Run 1, cell classes on the final placement:
Bar = 20 um.
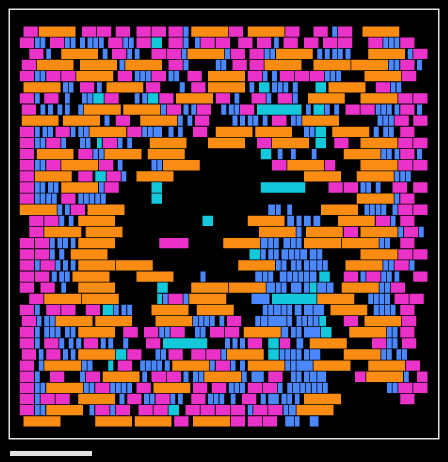
Run 1, supply network:
Pins as bars on the die edge. Tap cells in gray.
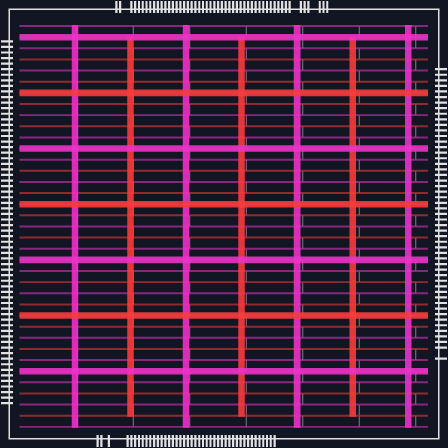
Run 1, sequential cells grouped by signal name:
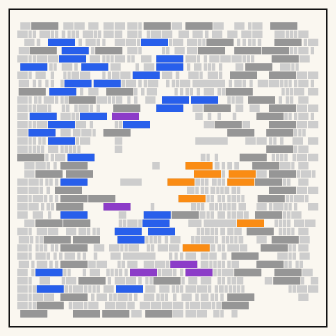
## config.mk

```make
export PLATFORM = sky130hd
export DESIGN_NAME = muldiv_issue_ctrl_flat
export DESIGN_NICKNAME = d
export VERILOG_FILES = /design/src/rtl/muldiv_issue_ctrl_if.sv /design/src/rtl/muldiv_issue_ctrl.sv /design/src/flat_wrapper.sv
export SDC_FILE = /design/constraint.sdc
export NUM_CORES = 1
export LEC_CHECK = 0
export ABC_AREA = 1
export CORE_MARGIN = 2
export CORE_UTILIZATION = 46
export CTS_BUF_LIST = sky130_fd_sc_hd__clkbuf_4
export CTS_CLUSTER_SIZE = 16
export DETAILED_ROUTE_END_ITERATION = 6
export HOLD_SLACK_MARGIN = 0.15
export PLACE_DENSITY = 0.95
export SLEW_MARGIN = 10
export SYNTH_ARGS = -nofsm -noshare
export SYNTH_HDL_FRONTEND = slang
export SYNTH_SLANG_ARGS = --single-unit
```

## constraint.sdc

```tcl
create_clock -name clk -period 3.2 [get_ports clk]
set_input_delay 0.64 -clock clk [delete_from_list [all_inputs] [get_ports clk]]
set_output_delay 0.64 -clock clk [all_outputs]
set_load 0.02 [all_outputs]
```

## src/rtl/muldiv_issue_ctrl_if.sv

```systemverilog
// Signal bundle between the EX stage, the M-extension issue controller and the iterative unit.
// master = pipeline/unit side, slave = issue controller.
interface muldiv_issue_ctrl_if #(
  parameter int unsigned XLEN = 32
);
  logic            ex_valid;
  logic [4:0]      ex_alu_ctrl;
  logic [XLEN-1:0] ex_rs1;
  logic [XLEN-1:0] ex_rs2;
  logic            flush;
  logic            mdu_mul_done;
  logic            mdu_div_done;
  logic [XLEN-1:0] mdu_result;
  logic            mdu_start;
  logic [4:0]      mdu_op;
  logic [XLEN-1:0] mdu_a;
  logic [XLEN-1:0] mdu_b;
  logic            stall;
  logic            res_valid;
  logic [XLEN-1:0] res_data;
  logic            timeout_err;

  modport master (
    output ex_valid, ex_alu_ctrl, ex_rs1, ex_rs2, flush,
    output mdu_mul_done, mdu_div_done, mdu_result,
    input  mdu_start, mdu_op, mdu_a, mdu_b,
    input  stall, res_valid, res_data, timeout_err
  );

  modport slave (
    input  ex_valid, ex_alu_ctrl, ex_rs1, ex_rs2, flush,
    input  mdu_mul_done, mdu_div_done, mdu_result,
    output mdu_start, mdu_op, mdu_a, mdu_b,
    output stall, res_valid, res_data, timeout_err
  );
endinterface

```

## src/rtl/muldiv_issue_ctrl.sv

```systemverilog
// EX-stage sequencer for the iterative MUL/DIV unit: latch, start, freeze, present result once.
// Optional result-reuse shortcut enabled by defining MULDIV_RESULT_REUSE_EN.
module muldiv_issue_ctrl #(
  parameter int unsigned XLEN    = 32,
  parameter int unsigned TIMEOUT = 80,
  parameter int unsigned CNT_W   = 8
) (
  input logic                clk,
  input logic                rst,
  muldiv_issue_ctrl_if.slave bus
);

  typedef enum logic [2:0] {
    S_IDLE  = 3'd0,
    S_ISSUE = 3'd1,
    S_WAIT  = 3'd2,
    S_DONE  = 3'd3,
    S_DRAIN = 3'd4
  } state_t;

  state_t          r_state;
  logic [CNT_W-1:0] r_cnt;
  logic            r_start;
  logic            r_res_valid;
  logic            r_timeout;
  logic [4:0]      r_op;
  logic [XLEN-1:0] r_a;
  logic [XLEN-1:0] r_b;
  logic [XLEN-1:0] r_res;

  logic            w_m_req;
  logic            w_done;
  logic            w_tmo;
  logic            w_reuse_hit;
  logic [XLEN-1:0] w_reuse_data;

  assign w_m_req = bus.ex_valid & bus.ex_alu_ctrl[4] & ~bus.flush;
  // Only the done pulse of the latched op's class (bit 2 = divide) counts.
  assign w_done  = r_op[2] ? bus.mdu_div_done : bus.mdu_mul_done;
  assign w_tmo   = (r_cnt == CNT_W'(TIMEOUT - 1));

  always_ff @(posedge clk or negedge rst) begin
    if (!rst) begin
      r_state     <= S_IDLE;
      r_cnt       <= '0;
      r_start     <= 1'b0;
      r_res_valid <= 1'b0;
      r_timeout   <= 1'b0;
      r_op        <= '0;
      r_a         <= '0;
      r_b         <= '0;
      r_res       <= '0;
    end else begin
      r_start     <= 1'b0;
      r_res_valid <= 1'b0;
      case (r_state)
        S_IDLE: begin
          if (w_m_req) begin
            r_op <= bus.ex_alu_ctrl;
            r_a  <= bus.ex_rs1;
            r_b  <= bus.ex_rs2;
            if (w_reuse_hit) begin
              r_res       <= w_reuse_data;
              r_res_valid <= 1'b1;
              r_state     <= S_DONE;
            end else begin
              r_start <= 1'b1;
              r_state <= S_ISSUE;
            end
          end
        end
        S_ISSUE: begin
          r_cnt   <= '0;
          r_state <= bus.flush ? S_DRAIN : S_WAIT;
        end
        S_WAIT: begin
          if (r_cnt != CNT_W'(TIMEOUT)) r_cnt <= r_cnt + CNT_W'(1);
          // Flush beats a coincident done; the unit is idle again in that case.
          if (bus.flush) begin
            r_state <= w_done ? S_IDLE : S_DRAIN;
          end else if (w_done) begin
            r_res       <= bus.mdu_result;
            r_res_valid <= 1'b1;
            r_state     <= S_DONE;
          end else if (w_tmo) begin
            r_res       <= '0;
            r_res_valid <= 1'b1;
            r_timeout   <= 1'b1;
            r_state     <= S_DONE;
          end
        end
        S_DONE:  r_state <= S_IDLE;
        S_DRAIN: if (w_done) r_state <= S_IDLE;
        default: r_state <= S_IDLE;
      endcase
    end
  end

`ifdef MULDIV_RESULT_REUSE_EN
  logic            r_reuse_vld;
  logic [4:0]      r_reuse_op;
  logic [XLEN-1:0] r_reuse_a;
  logic [XLEN-1:0] r_reuse_b;
  logic [XLEN-1:0] r_reuse_res;

  // Remember the last operation that completed through the unit.
  always_ff @(posedge clk or negedge rst) begin
    if (!rst) begin
      r_reuse_vld <= 1'b0;
      r_reuse_op  <= '0;
      r_reuse_a   <= '0;
      r_reuse_b   <= '0;
      r_reuse_res <= '0;
    end else if (r_state == S_WAIT && !bus.flush) begin
      if (w_done) begin
        r_reuse_vld <= 1'b1;
        r_reuse_op  <= r_op;
        r_reuse_a   <= r_a;
        r_reuse_b   <= r_b;
        r_reuse_res <= bus.mdu_result;
      end else if (w_tmo) begin
        r_reuse_vld <= 1'b0;
      end
    end
  end

  assign w_reuse_hit  = r_reuse_vld && (r_reuse_op == bus.ex_alu_ctrl) &&
                        (r_reuse_a == bus.ex_rs1) && (r_reuse_b == bus.ex_rs2);
  assign w_reuse_data = r_reuse_res;
`else
  assign w_reuse_hit  = 1'b0;
  assign w_reuse_data = '0;
`endif

  assign bus.mdu_start   = r_start;
  assign bus.mdu_op      = r_op;
  assign bus.mdu_a       = r_a;
  assign bus.mdu_b       = r_b;
  assign bus.res_valid   = r_res_valid;
  assign bus.res_data    = r_res;
  assign bus.timeout_err = r_timeout;
  // Stall must rise in the same cycle the M-op appears, so it is decoded from state.
  assign bus.stall = rst & ((r_state == S_ISSUE) | (r_state == S_WAIT) |
                            (((r_state == S_IDLE) | (r_state == S_DRAIN)) & w_m_req));

endmodule

```

## src/flat_wrapper.sv

```systemverilog
// flat-port wrapper written by rule: the top's interface ports become plain ports
module muldiv_issue_ctrl_flat 
#(
  parameter int unsigned XLEN    = 32,
  parameter int unsigned TIMEOUT = 80,
  parameter int unsigned CNT_W   = 8
)
  (clk, rst, bus_ex_valid, bus_ex_alu_ctrl, bus_ex_rs1, bus_ex_rs2, bus_flush, bus_mdu_mul_done, bus_mdu_div_done, bus_mdu_result, bus_mdu_start, bus_mdu_op, bus_mdu_a, bus_mdu_b, bus_stall, bus_res_valid, bus_res_data, bus_timeout_err);
  muldiv_issue_ctrl_if #(.XLEN(XLEN)) bus_i ();
  input logic clk;
  input logic rst;
  input wire logic [$bits(bus_i.ex_valid)-1:0] bus_ex_valid;
  input wire logic [$bits(bus_i.ex_alu_ctrl)-1:0] bus_ex_alu_ctrl;
  input wire logic [$bits(bus_i.ex_rs1)-1:0] bus_ex_rs1;
  input wire logic [$bits(bus_i.ex_rs2)-1:0] bus_ex_rs2;
  input wire logic [$bits(bus_i.flush)-1:0] bus_flush;
  input wire logic [$bits(bus_i.mdu_mul_done)-1:0] bus_mdu_mul_done;
  input wire logic [$bits(bus_i.mdu_div_done)-1:0] bus_mdu_div_done;
  input wire logic [$bits(bus_i.mdu_result)-1:0] bus_mdu_result;
  output wire logic [$bits(bus_i.mdu_start)-1:0] bus_mdu_start;
  output wire logic [$bits(bus_i.mdu_op)-1:0] bus_mdu_op;
  output wire logic [$bits(bus_i.mdu_a)-1:0] bus_mdu_a;
  output wire logic [$bits(bus_i.mdu_b)-1:0] bus_mdu_b;
  output wire logic [$bits(bus_i.stall)-1:0] bus_stall;
  output wire logic [$bits(bus_i.res_valid)-1:0] bus_res_valid;
  output wire logic [$bits(bus_i.res_data)-1:0] bus_res_data;
  output wire logic [$bits(bus_i.timeout_err)-1:0] bus_timeout_err;
  assign bus_i.ex_valid = bus_ex_valid;
  assign bus_i.ex_alu_ctrl = bus_ex_alu_ctrl;
  assign bus_i.ex_rs1 = bus_ex_rs1;
  assign bus_i.ex_rs2 = bus_ex_rs2;
  assign bus_i.flush = bus_flush;
  assign bus_i.mdu_mul_done = bus_mdu_mul_done;
  assign bus_i.mdu_div_done = bus_mdu_div_done;
  assign bus_i.mdu_result = bus_mdu_result;
  assign bus_mdu_start = bus_i.mdu_start;
  assign bus_mdu_op = bus_i.mdu_op;
  assign bus_mdu_a = bus_i.mdu_a;
  assign bus_mdu_b = bus_i.mdu_b;
  assign bus_stall = bus_i.stall;
  assign bus_res_valid = bus_i.res_valid;
  assign bus_res_data = bus_i.res_data;
  assign bus_timeout_err = bus_i.timeout_err;
  muldiv_issue_ctrl #(.XLEN(XLEN), .TIMEOUT(TIMEOUT), .CNT_W(CNT_W)) u_core (.clk(clk), .rst(rst), .bus(bus_i));
endmodule
```

==> out/summary.rpt, run 1 <==
STATUS
------------------------------------------------------------------------------------
Status                                                                     completed

LAYOUT
------------------------------------------------------------------------------------
Layout overhead on the synthesized area                                        53.1%
Proportion of layout cells with a drive suffix above 1                         6.01%
Post-Layout Inst Area                                                    0.00712 mm2
Fin nets                                                                         863

TIMING
------------------------------------------------------------------------------------
Endpoints failing setup                                                            0
Relative slew margins                                                          48.7%
Final critical-path required period                                          2.89 ns
Final Slew Violations                                                              0
Final number of hold-violating endpoints                                           0
Sum of negative setup slack                                                     0 ns
Maximum clock skew at final layout                                         0.0127 ns
Setup repair after global routing missed its margin                               no
Hold_ws                                                                     0.273 ns
Slew @ Worst Pin                                                            0.769 ns
Worst Slack Setup Final                                                     0.307 ns

PWR
------------------------------------------------------------------------------------
Combinational power share                                                      46.6%
Overall Power                                                                6.76 mW
Part of the power in the clock network                                         17.0%

CRITICAL PATH
------------------------------------------------------------------------------------
Cell-by-cell trace of the critical path                                 clkdlybuf4s50_1 -> nor2_1 -> nand2_1 -> a21boi_0 -> clkdlybuf4s50_1
R2R Path Start                                                          u_core.r_state[0]$_DFFE_PN0P_
Maximum net fanout on the critical path                                            4
Max incr delay on CP                                                         0.63 ns
Cell with the largest stage delay on the worst path                     clkdlybuf4s50_1
CP dominant cell by count                                               clkdlybuf4s50_1
Worst reg2reg setup slack                                                    1.41 ns
Setup Crit Path Kind                                                       in -> out
Capturing element of the worst setup path                                  bus_stall
Launch point of the worst path                                             bus_flush
Endpoint type of the worst setup path                                     output pin
Startpoint class of the critical path                                   primary input
Depth of the critical timing path with buffers and inverters included              5

YOSYS
------------------------------------------------------------------------------------
Synthesis warning total                                                            0
Cell count after synthesis                                                       540
Fraction of synthesis flops using an asynchronous set or reset pin              100%
Synthesized registers                                                            115
Area leader share                                                              61.9%
Floorplan Nets                                                                   649
Netlist area before placement                                            0.00465 mm2
Leading post-synthesis cells by instance count                          nand2_1, dfrtp_1, nor2_1
Share of the yosys chip area belonging to registers                            61.9%
Top_reg_cell synth                                                           dfrtp_1
Avg Inst Size Synth                                                         8.61 um2
Post-synth top area cell                                                     dfrtp_1

ROUTING
------------------------------------------------------------------------------------
Post-DRT Antenna Nets                                                              0
Wire length per cell                                                         14.2 um

DIE
------------------------------------------------------------------------------------
Boundary pin count                                                               212
FP Util                                                                        47.6%

GLOBAL ROUTING
------------------------------------------------------------------------------------
Total grt overflow                                                                 0
Maximum number of pins on one net before global-route repair                      69
Total global-route track usage                                                 24.4%
Via count of the first global-routing pass                                      4522

CLOCK TREE
------------------------------------------------------------------------------------
Clock Tree Root                                                             clkbuf_4
Max Buffers Root-to-Sink                                                           2
Buffer count from post-CTS setup fixing                                            0
Clock-pin transition on the worst setup and hold timing paths                0.09 ns
Count of clock tree sinks                                                        115
Clock tree from TritonCTS                                                       done
Clock buffer count from CTS                                                       17
H-tree depth                                                                       4

Back to the opening pictures, 'cell classes on the final placement':
legend:
  cyan:
    class: clock drivers and dummy loads
    cells: 31
  blue:
    class: combinational and other logic
    cells: 405
  orange:
    class: sequential cells
    cells: 115
  magenta:
    class: remaining buffers and delay cells
    cells: 215
area inside the core boundary: 0.00977 mm2
number of rows created at floorplan: 36

Back to the opening pictures, 'supply network':
legend:
  magenta:
    net: VSS
  red:
    net: VDD
met4 straps: 7
tap cells: 133
met5 straps: 7
highest ir drop seen on vdd: 0.562 mV
die span in x: 105 um
Chip Height: 105 um

Back to the opening pictures, 'sequential cells grouped by signal name':
legend:
  orange:
    netlist_name: u_core.r_cnt
    placed_flops: 8
    where: center
  blue:
    netlist_name: u_core.bus.mdu_b
    placed_flops: 32
  purple:
    netlist_name: u_core.bus.mdu_op
    placed_flops: 5
    where: bottom center
not colored: 70
Core Util, Final: 72.8%
flop share of the area: 40.4%
total sequential power: 2.46 mW

[run 1: layout make-up]
type                       count  area, um2
clock inverter                12        164
tap                          133        166
inverter                      19       71.3
clock buffer                  19        143
sequential                   115       2880
timing repair buffer         215       2150
fill                         683       2650
multi-input combinational    386       1550
[run 1: routing by layer]
| metal | share of wire (%) | track usage (%) | vias to the layer above |
|---|---|---|---|
| met5 | 0 | 0 | - |
| li1 | - | - | 2060 |
| met1 | 39 | 27.3 | 2022 |
| met3 | 7.2 | 7.49 | 33 |
| met2 | 51 | 41.9 | 194 |
| met4 | 2.8 | 12.4 | 0 |
[run 1: power groups by stage]
stage	logic (mW)	registers, mW	clock network [mW]
global placement	3.08	2.43	0
finish	3.15	2.46	1.15
floorplan	0.788	3.19	0
detailed placement	3.17	2.46	0
CTS	3.19	2.46	1.18
global route	3.39	2.53	1.24
[run 1: worst reg2reg max path, delay by kind of cell (launching register included)]
family	cells	cell delay, ns
buffers and inverters	3	0.76
flip-flops	1	0.41
AND/OR/NAND/NOR	5	0.58
[run 1: cell usage in the layout (no fill, tap or decap), drive strengths merged]
master / instances
buf: 5
nor2: 20
inv: 19
a21boi: 1
dfrtp: 115
clkinvlp: 3
a21oi: 1
clkinv: 5
bufinv: 4
nand3b: 1
clkbuf: 19
ha: 2
or2: 1
nand3: 12
o21ai: 10
o21bai: 2
clkdlybuf4s50: 210
nand2: 336
[run 1: logic make-up (layout without fill, tap and decap cells)]
group                      Yosys count  after routing  synth area share (%)
AOI/OAI and AO/OA                   14             14                  1.75
buffers and inverters               39            265                  4.89
and+or+nand+nor                    370            370                  31.0
DFF                                115            115                  61.9
adders and majority gates            2              2                 0.538
--- run 2 (diff from run 1) ---
Settings changed: GPL_TIMING_DRIVEN from default to 0.
Run 2, congestion heat map:
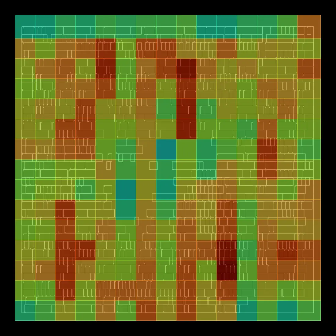
wire length per cell: 14.8 um
Core Util, Final: 74.9%

==> run 2 against run 1 <==
Against the previous run:
- wire length up 6.2%
- clock power increased by 4%
- non-clock buffer count increased by 19
- die size unchanged
- synthesized cell count did not move
- global-route usage increased by 0.94 points
- final cell count up 2.2%
- largest cell class unchanged
==> out/summary.rpt, run 2 <==
YOSYS
--------------------------------------------------------------------------------------
Top cells by area                                                         dfrtp_1, nand2_1, buf_6, nand3_1, nor2_1
Fraction of synthesis flops using an asynchronous set or reset pin                100%
Yosys cell count                                                                   540
Synthesized registers                                                              115
Cell count after synthesis                                                         540
Netlist area before placement                                              0.00465 mm2
Synthesis warning total                                                              0
Leading cell type by number of instances after synthesis                       nand2_1
Area leader share                                                                61.9%
Leading post-synthesis cells by instance count                            nand2_1, dfrtp_1, nor2_1
Number of synthesized flops with an enable pin                                       0
Share of the yosys chip area belonging to registers                              61.9%
Floorplan Nets                                                                     649
Avg Inst Size Synth                                                           8.61 um2
Top_reg_cell synth                                                             dfrtp_1
Post-synth top area cell                                                       dfrtp_1
Yosys stat chip area                                                       0.00465 mm2
Tally of unique sky130hd cells used after synthesis                                 20

PWR
--------------------------------------------------------------------------------------
Comb group                                                                     3.23 mW
Clock group                                                                    1.20 mW
Internal power contribution                                                    4.20 mW
Total sequential power                                                         2.45 mW
Part of the power in the clock network                                           17.4%
Highest ir drop seen on vdd                                                   0.588 mV
Cell leakage power                                                             3.62 nW
Switching pwr                                                                  2.68 mW
Combinational power share                                                        46.9%
Areal power density over the cells                                          940 mW/mm2
Proportion of power drawn by flip-flops and latches                              35.7%
Overall Power                                                                  6.88 mW
Main power group                                                          combinational logic
Switching portion of total power                                                 38.9%

TIMING
--------------------------------------------------------------------------------------
Worst Slack Setup Final                                                       0.260 ns
Final critical-path required period                                            2.94 ns
Final Slew Violations                                                                0
Timing-limited maximum frequency                                               340 MHz
Part of the cycle the worst path needs                                           91.9%
Final number of hold-violating endpoints                                             0
Slew @ Worst Pin                                                              0.505 ns
Endpoints failing setup                                                              0
Relative slew margins                                                            66.3%
Maximum clock skew at final layout                                           0.0159 ns
Setup repair after global routing missed its margin                                 no

GLOBAL ROUTING
--------------------------------------------------------------------------------------
Initial antenna violation count                                                      0
First-pass GRT wire length                                                    21700 um
Total global-route track usage                                                   25.3%
Via count of the first global-routing pass                                        4518
Maximum number of pins on one net before global-route repair                        59
Total grt overflow                                                                   0

LAYOUT
--------------------------------------------------------------------------------------
Fin nets                                                                           882
Top library cells by usage in the layout, fill and taps aside             nand2_1, clkdlybuf4s50_1, dfrtp_1, clkbuf_4, nor2_1
Proportion of layout cells with a drive suffix above 1                           8.02%
Post-Layout Cell Count                                                             919
Most frequent logic cell in the layout                                         nand2_1
Layout overhead on the synthesized area                                          57.3%
Antenna cells                                                                        0

ROUTING
--------------------------------------------------------------------------------------
Detailed Routing Iterations Pass 1                                                   4
Post-DRT Antenna Nets                                                                0
Routed wire length                                                            13600 um
Detailed Route Iter0 Violations                                                    273
Post-route DRC                                                                       0
Number of vias in the routed layout                                               4419
Post-DR vias/cell                                                                 4.81

DIE
--------------------------------------------------------------------------------------
Floorplan die area                                                          0.0109 mm2
Area inside the core boundary                                              0.00977 mm2
Die span in x                                                                   105 um
FP Util                                                                          47.6%
Boundary pin count                                                                 212
Number of rows created at floorplan                                                 36
Chip Height                                                                     105 um

CRITICAL PATH
--------------------------------------------------------------------------------------
Launch point of the worst path                                               bus_flush
Cell-by-cell trace of the critical path                                   clkdlybuf4s50_1 -> nor2_1 -> nand2_1 -> a21boi_0 -> clkdlybuf4s50_1
Startpoint class of the critical path                                     primary input
Endpoint type of the worst setup path                                       output pin
Setup Crit Path Kind                                                         in -> out
Max incr delay on CP                                                           0.64 ns
R2R Path Start                                                            u_core.r_state[0]$_DFFE_PN0P_
Maximum net fanout on the critical path                                              4
CP dominant cell by count                                                 clkdlybuf4s50_1
Crit path arrival time                                                         2.30 ns
WP data required                                                               2.56 ns
Cell with the largest stage delay on the worst path                       clkdlybuf4s50_1

PLACEMENT
--------------------------------------------------------------------------------------
Port bufs                                                                          211
Post-DP HPWL                                                                  10100 um
Number of placed cells counting well taps                                          885
Place WS                                                                      0.258 ns
Weighted congestion reported at the end of routability-driven placement          0.794

STATUS
--------------------------------------------------------------------------------------
Status                                                                       completed

HOLD PATH
--------------------------------------------------------------------------------------
Path type of the worst min-delay path                                       reg -> reg
Worst Hold Launch                                                         u_core.bus.mdu_op[4]$_DFFE_PN0P_

FLOW RUN
--------------------------------------------------------------------------------------
Tool warnings                                                                       27
# Max-Cap Violations                                                                 0

CLOCK TREE
--------------------------------------------------------------------------------------
Clock-pin transition on the worst setup and hold timing paths                  0.09 ns
Clock latency on the worst-skew pair                                           0.52 ns
H-tree depth                                                                         4
Clock Tree Root                                                               clkbuf_4
Count of clock tree sinks                                                          115
Cts hold-fix bufs                                                                    2
Max Buffers Root-to-Sink                                                             2
Clock tree from TritonCTS                                                         done
Buffer count from post-CTS setup fixing                                              0
Post-CTS Resized                                                                     0
Clock buffer count from CTS                                                         17

## run 2: cell counts after synthesis
Identical to the previous run, type by type.
## run 2: path summary, 6_finish.rpt
kind                                                             to  slack (ns)  cells after the start
worst max-delay path                                      bus_stall        0.26                      5
worst min-delay path               u_core.bus.mdu_op[4]$_DFFE_PN0P_        0.48                      1
worst max register to register     u_core.bus.mdu_a[23]$_DFFE_PN0P_        1.61                      8
worst min register to register     u_core.bus.mdu_op[4]$_DFFE_PN0P_        0.48                      1
max in group asynchronous          u_core.bus.mdu_b[27]$_DFFE_PN0P_        2.23                      3
min in group asynchronous       u_core.bus.res_data[31]$_DFFE_PN0P_        0.69                      3
## run 2: kinds of logic after synthesis
family / synth area share [%]
fa+ha+maj: 0.538
compound gates: 1.75
flops: 61.9
buf+inv: 4.89
simple gates: 31.0
## run 2: critical path, delay by kind of cell
family	cells	cell delay [ns]
AND/OR/NAND/NOR	2	0.33
AND-OR/OR-AND	1	0.18
buffers and inverters	2	1.15
## run 2: layout make-up
| type | instances | area (um2) |
|---|---|---|
| multi-input cells | 386 | 1550 |
| clock buffers | 18 | 135 |
| fillers | 654 | 2450 |
| well taps | 133 | 166 |
| inverters | 19 | 71.3 |
| plain buffers | 20 | 156 |
| clock inverters | 14 | 188 |
| repair buffers | 214 | 2180 |
| flip-flops and latches | 115 | 2880 |
## run 2: stage by stage
step	area, um2	utilization, %	hold WS [ns]	TNS [ns]
final	7320	74.9	0.476	0
after global routing	7320	74.9	0.506	0
after CTS	7320	74.9	0.475	0
after detailed placement	6960	71.2	0.453	0
after global placement	6930	70.9	0.449	-317.72
after floorplan	4650	-	0.344	0
## run 2: metal layers
metal  wire length [um]  global-route usage [%]
met2               7160                    46.5
met4                244                    8.98
met1               5170                    27.0
met5                  0                       0
met3               1010                    8.30
Power figures rest on the tool's default switching activity, not on a simulated workload.
